**Run 1: cell classes on the final placement**

Drawn at 3 px/um.
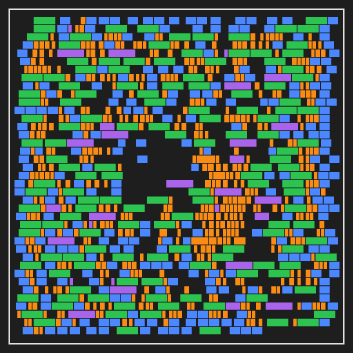
**Run 1: port wiring**

Drawn at 2 px/um.
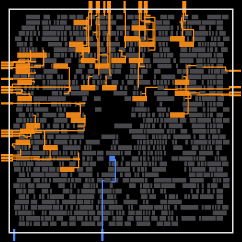
**Run 1: cell density map**

Drawn at 3 px/um. The die is cut into 11 by 11 equal tiles; dark blue is low, red is high, 0 to 100% covered.
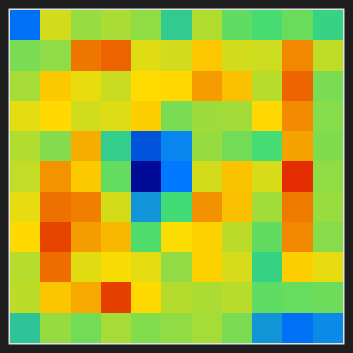
**Run 1: met1 routing**

Drawn at 4 px/um. Supply wires on this layer in gray.
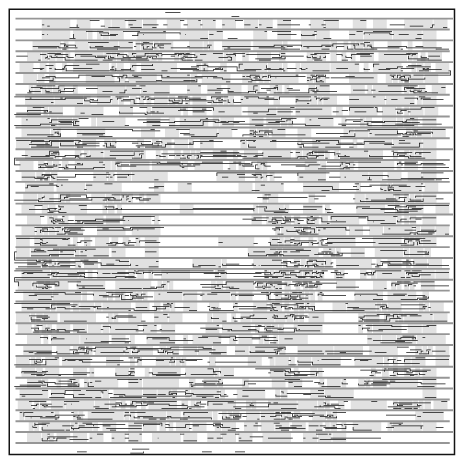
==> config.mk <==
export PLATFORM = sky130hd
export DESIGN_NAME = hs_2_axi_lite
export DESIGN_NICKNAME = d
export VERILOG_FILES = /design/src/rtl/axi_pkg.sv /design/src/rtl/hs_2_axi_stats.sv /design/src/rtl/hs_2_axi_lite.sv
export SDC_FILE = /design/constraint.sdc
export NUM_CORES = 1
export LEC_CHECK = 0
export ABC_AREA = 1
export CAP_MARGIN = 20
export CORE_UTILIZATION = 44
export DETAILED_ROUTE_END_ITERATION = 7
export MAX_ROUTING_LAYER = met4
export PLACE_DENSITY_LB_ADDON = 0.15
export SLEW_MARGIN = 20
export SYNTH_ARGS = -nofsm -noshare
export SYNTH_HDL_FRONTEND = slang
export SYNTH_SLANG_ARGS = --single-unit
==> constraint.sdc <==
create_clock -name clk_i -period 4.85 [get_ports clk_i]
set_clock_uncertainty 0.2 [all_clocks]
set_input_delay 1.455 -clock clk_i [delete_from_list [all_inputs] [get_ports clk_i]]
set_output_delay 1.455 -clock clk_i [all_outputs]
set_load 0.02 [all_outputs]
==> impl_table.tex, run 1 <==
% Table of physical implementation metrics
\begin{tabular}{lr}
\hline
Metric & Value \\
\hline
\multicolumn{2}{l}{\textbf{Yosys}} \\
\quad Post-synthesis chip area from yosys & 0.005224 mm\^{}2 \\
\quad Cell area leaders & sky130\_fd\_sc\_hd\_\_dfxtp\_1 (54\%), sky130\_fd\_sc\_hd\_\_nor2\_1 (16\%), sky130\_fd\_sc\_hd\_\_o21ai\_0 (9.4\%) \\
\quad Most frequent cells after synthesis & sky130\_fd\_sc\_hd\_\_nor2\_1 (218), sky130\_fd\_sc\_hd\_\_dfxtp\_1 (142), sky130\_fd\_sc\_hd\_\_o21ai\_0 (98) \\
\quad Share of the synthesized area in the top cell type & 54.42\% \\
\quad Synthesized instance count & 678 \\
\quad Share of synthesized registers carrying an async set or reset & 0\% \\
\multicolumn{2}{l}{\textbf{Final layout}} \\
\quad Final cell count without fillers & 1059 \\
\quad Antenna Diode Count & 0 \\
\multicolumn{2}{l}{\textbf{Flow run}} \\
\quad Tool Warnings & 28 \\
\multicolumn{2}{l}{\textbf{Run status}} \\
\quad Failing checks & DRC \\
\quad Result of the run & complete, but fails checks \\
\multicolumn{2}{l}{\textbf{Power}} \\
\quad Combinational Power Share & 36.2\% \\
\quad Switching portion of total power & 34.64\% \\
\quad Total power per unit cell area & 514.0 mW/mm\^{}2 \\
\multicolumn{2}{l}{\textbf{Clocking}} \\
\quad Clock tree from TritonCTS & yes \\
\multicolumn{2}{l}{\textbf{STA}} \\
\quad PnR worst setup slack & 1.559 ns \\
\multicolumn{2}{l}{\textbf{Detailed routing}} \\
\quad Average wire per standard cell & 14.91 um \\
\quad Detailed-route DRC error count & 34 \\
\multicolumn{2}{l}{\textbf{Placement}} \\
\quad Final GP Congestion & 0.8716 \\
\multicolumn{2}{l}{\textbf{Worst setup path}} \\
\quad Worst Path Max Fanout & 76 \\
\hline
\end{tabular}
-- 'cell classes on the final placement' (at the start) --
remaining buffers and delay cells: marked blue, cells 257, share of their area 32%. registers: marked green, cells 142, share of their area 35%. clock drivers and dummy loads: marked purple, cells 28, share of their area 6.4%. remaining logic cells: marked orange, cells 489, share of their area 27%.
number of core rows: 39
utilization after layout: 71.43%
Floorplan Core Area: 0.01152 mm^2
post-route standard cell area excluding fillers: 0.008225 mm^2

-- 'port wiring' (at the start) --
awaddr_o: marked orange, bits 32, direction output, end cells 32, buffers 32, wire 973 um. bresp_i: marked blue, bits 2, direction input, end cells 1, buffers 1, wire 41.6 um.
count of port buffers added during placement: 249
Boundary Pins: 252

-- 'cell density map' (at the start) --
The mean over all tiles is 65%. The fullest tile reaches 95%. The emptiest ninth of the die: middle. 31% of the tiles are over 75% full.
initial standard-cell utilization of the core: 45.36%

-- 'met1 routing' (at the start) --
900 nets have wire on it. The longest straight run is 43.2 um. The wires run mostly horizontal. The layer holds 40% of the routed length. The layer carries 6250 um of wire.
met1 usage in global routing: 30.54%
overall via count from detail_route: 5407
final wirelength: 15.79 mm

-- run 1: cell families after synthesis --
group                  share of synthesized area, %
and+or+nand+nor                               25.32
AOI/OAI and AO/OA                             14.20
DFF                                           54.42
buffers and inverters                         6.059
-- run 1: critical path, cell delays in order --
cell	delay (ns)
sky130_fd_sc_hd__clkdlybuf4s50_1	0.50
sky130_fd_sc_hd__clkinv_2	0.70
sky130_fd_sc_hd__buf_4	0.52
sky130_fd_sc_hd__o21ai_1	0.13
sky130_fd_sc_hd__nor2_1	0.06
-- run 1: area by class of cell --
class	count	area (um^2)
clock inverter	1	5.005
clock buffer	27	513.0
fill	938	3291
sequential	142	2843
multi-input combinational	471	2064
timing repair buffer	257	2552
tap	143	178.9
inverter	18	68.82
-- run 1: power groups by stage --
stage	sequential [W]	combinational (W)	clock [W]
after floorplan	0.00181	0.000628	0
after global placement	0.00155	0.00149	0
after detailed placement	0.00156	0.00152	0
after CTS	0.00154	0.00153	0.00117
after global routing	0.00157	0.00167	0.00122
final	0.00155	0.00153	0.00115
-- run 1: layout by cell type (no fill, tap or decap), drive strengths merged, types with 3 or more instances in the layout --
cell type / n
nand2: 55
nand3: 44
a21oi: 39
buf: 8
clkdlybuf4s50: 249
clkbuf: 27
nor3: 3
nor2: 220
dfxtp: 142
o21ai: 105
inv: 17
-- run 1: per-layer routing --
layer | global-route usage [%] | share of wire [%] | vias to the layer above
li1 | - | - | 2656
met1 | 30.54 | 40 | 2468
met2 | 44.65 | 48 | 241
met3 | 8.529 | 8.7 | 42
met4 | 14.61 | 3.6 | 0
met5 | - | 0 | -
**Run 1: cell placement**

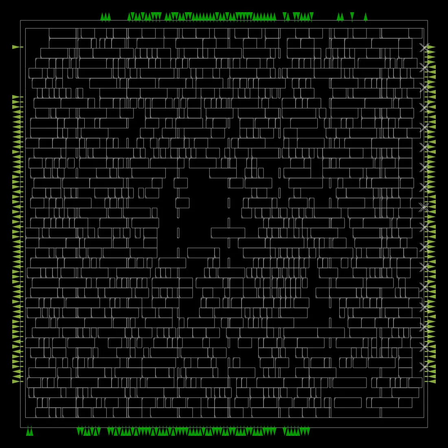

==> run 2, diff against run 1 <==
--- a/config.mk
+++ b/config.mk
@@ -7,7 +7,7 @@
 export LEC_CHECK = 0
 export ABC_AREA = 1
 export CAP_MARGIN = 20
-export CORE_UTILIZATION = 44
+export CORE_UTILIZATION = 37
 export DETAILED_ROUTE_END_ITERATION = 7
 export MAX_ROUTING_LAYER = met4
 export PLACE_DENSITY_LB_ADDON = 0.15
==> constraint.sdc (replaced) <==
create_clock -name clk_i -period 2.98 [get_ports clk_i]
set_clock_uncertainty 0.2 [all_clocks]
set_input_delay 0.894 -clock clk_i [delete_from_list [all_inputs] [get_ports clk_i]]
set_output_delay 0.894 -clock clk_i [all_outputs]
set_load 0.02 [all_outputs]
**Run 2: cell placement**

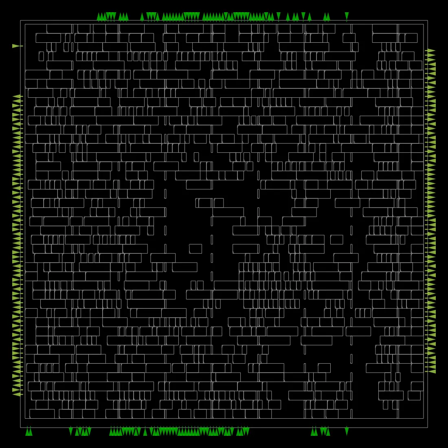
Flop Count: 142
final cell count without fillers: 1103
Seq/total area: 33.57%
tap cell count: 180

==> run 2 against run 1 <==
- the run now ends clean
- flip-flop count unchanged
- count of clock-buffer cells in the layout down 6
- die area up 19%
- clock power up 110%
- non-clock buffer count up 3
- hold slack worse by 0.0085 ns
- sequential share of layout area down 0.99 points
- wire length up 2.0%
- via count down 0.37%
- first-iteration DRC count down 39%
- utilization down 10 points
- highest routed layer unchanged
==> impl_table.tex, run 2 <==
% Table of physical implementation metrics
\begin{tabular}{lr}
\hline
Metric & Value \\
\hline
\multicolumn{2}{l}{\textbf{Worst setup path}} \\
\quad Slowest stage delay, CP & 0.65 ns (-0.05 ns) \\
\quad Critical path, cell by cell & clkdlybuf4s50\_1 \\
\quad Worst Path Max Fanout & 2 (-97\%) \\
\quad Number of buffers and inverters on the critical path & 1 (-2) \\
\quad Worst-path cell with the longest stage delay & sky130\_fd\_sc\_hd\_\_clkdlybuf4s50\_1 \\
\quad Crit-path leading delay family & buffers and inverters \\
\quad Count of cell instances traversed by the critical path & 1 (-4) \\
\multicolumn{2}{l}{\textbf{Yosys}} \\
\quad Share of synthesized registers carrying an async set or reset & 0\% (unchanged) \\
\quad Post-synthesis mux area share & 0\% (unchanged) \\
\quad Cell area leaders & sky130\_fd\_sc\_hd\_\_dfxtp\_1 (54\%), sky130\_fd\_sc\_hd\_\_nor2\_1 (16\%), sky130\_fd\_sc\_hd\_\_o21ai\_0 (9.4\%) \\
\quad Area fraction in compound gates after synthesis & 14.20\% (unchanged) \\
\quad Simple share & 25.32\% (unchanged) \\
\quad Share of the synthesized area in the top cell type & 54.42\% (unchanged) \\
\quad Most frequent cells after synthesis & sky130\_fd\_sc\_hd\_\_nor2\_1 (218), sky130\_fd\_sc\_hd\_\_dfxtp\_1 (142), sky130\_fd\_sc\_hd\_\_o21ai\_0 (98) \\
\quad Xor/xnor share of the synthesized area & 0\% (unchanged) \\
\quad Synthesized instance count & 678 (unchanged) \\
\multicolumn{2}{l}{\textbf{Final layout}} \\
\quad Fillcell total & 1218 (+30\%) \\
\quad Combined flip-flop and latch cell area & 0.002843 mm\^{}2 (unchanged) \\
\quad Top cells excl fill/tap & sky130\_fd\_sc\_hd\_\_clkdlybuf4s50\_1 (249), sky130\_fd\_sc\_hd\_\_nor2\_1 (218), sky130\_fd\_sc\_hd\_\_dfxtp\_1 (142), sky130\_fd\_sc\_hd\_\_o21ai\_0 (98), sky130\_fd\_sc\_hd\_\_nand2\_1 (54) \\
\quad Post-route standard cell area excluding fillers & 0.008467 mm\^{}2 (+2.9\%) \\
\multicolumn{2}{l}{\textbf{Power}} \\
\quad Total power per unit cell area & 872.5 mW/mm\^{}2 (+70\%) \\
\multicolumn{2}{l}{\textbf{Detailed routing}} \\
\quad Final wirelength & 16.10 mm (+2.0\%) \\
\quad Overall via count from detail\_route & 5387 (-0.37\%) \\
\multicolumn{2}{l}{\textbf{Die}} \\
\quad Boundary Pins & 252 (unchanged) \\
\quad Floorplan Core Area & 0.01383 mm\^{}2 (+20\%) \\
\quad Initial standard-cell utilization of the core & 37.78\% (-7.6 points) \\
\multicolumn{2}{l}{\textbf{Clocking}} \\
\quad Clock tree from TritonCTS & yes \\
\multicolumn{2}{l}{\textbf{STA}} \\
\quad PnR worst setup slack & 0.4664 ns (-1.092 ns) \\
\multicolumn{2}{l}{\textbf{Placement}} \\
\quad Count of port buffers added during placement & 249 (unchanged) \\
\multicolumn{2}{l}{\textbf{Run status}} \\
\quad Result of the run & finished clean \\
\hline
\end{tabular}
## run 2: cell counts after synthesis
Identical to the previous run, type by type.
## run 2: final cells by class
type,instances,area share (%)
antenna,1,0.02956
clock inverter,10,2.172
sequential,142,33.57
multi-input combinational,471,24.38
tap,180,2.660
clock buffer,21,5.675
inverter,18,0.7980
timing repair buffer,260,30.71
## run 2: power breakdown
group	leakage, nW	total (W)	internal [W]	switching (W)
logic	1.79	0.00251	0.00109	0.00142
clock network	0.321	0.00236	0.00157	0.000795
registers	1.16	0.00252	0.00228	0.000237
total	3.27	0.00739	0.00494	0.00245
## run 2: per-stage QoR
| step | utilization (%) | hold WS (ns) |
|---|---|---|
| after detailed placement | 56.41 | 0.2408 |
| after global placement | 56.41 | 0.2336 |
| after floorplan | - | 0.3175 |
| after global routing | 61.23 | 0.2763 |
| after CTS | 61.22 | 0.2522 |
| final | 61.23 | 0.2447 |
## run 2: kinds of logic (layout without fill, tap and decap cells)
logic type / Yosys count / after routing
and+or+nand+nor: 324 / 324
buffers and inverters: 65 / 309
AOI/OAI and AO/OA: 147 / 147
other: 0 / 1
DFF: 142 / 142
## run 2: metal layers
layer	GRT usage (%)	share of wire (%)
met5	-	0
met4	9.105	1.9
met3	7.123	8.1
met2	36.11	47
met1	26.88	43
Power and IR drop assume default switching activity.
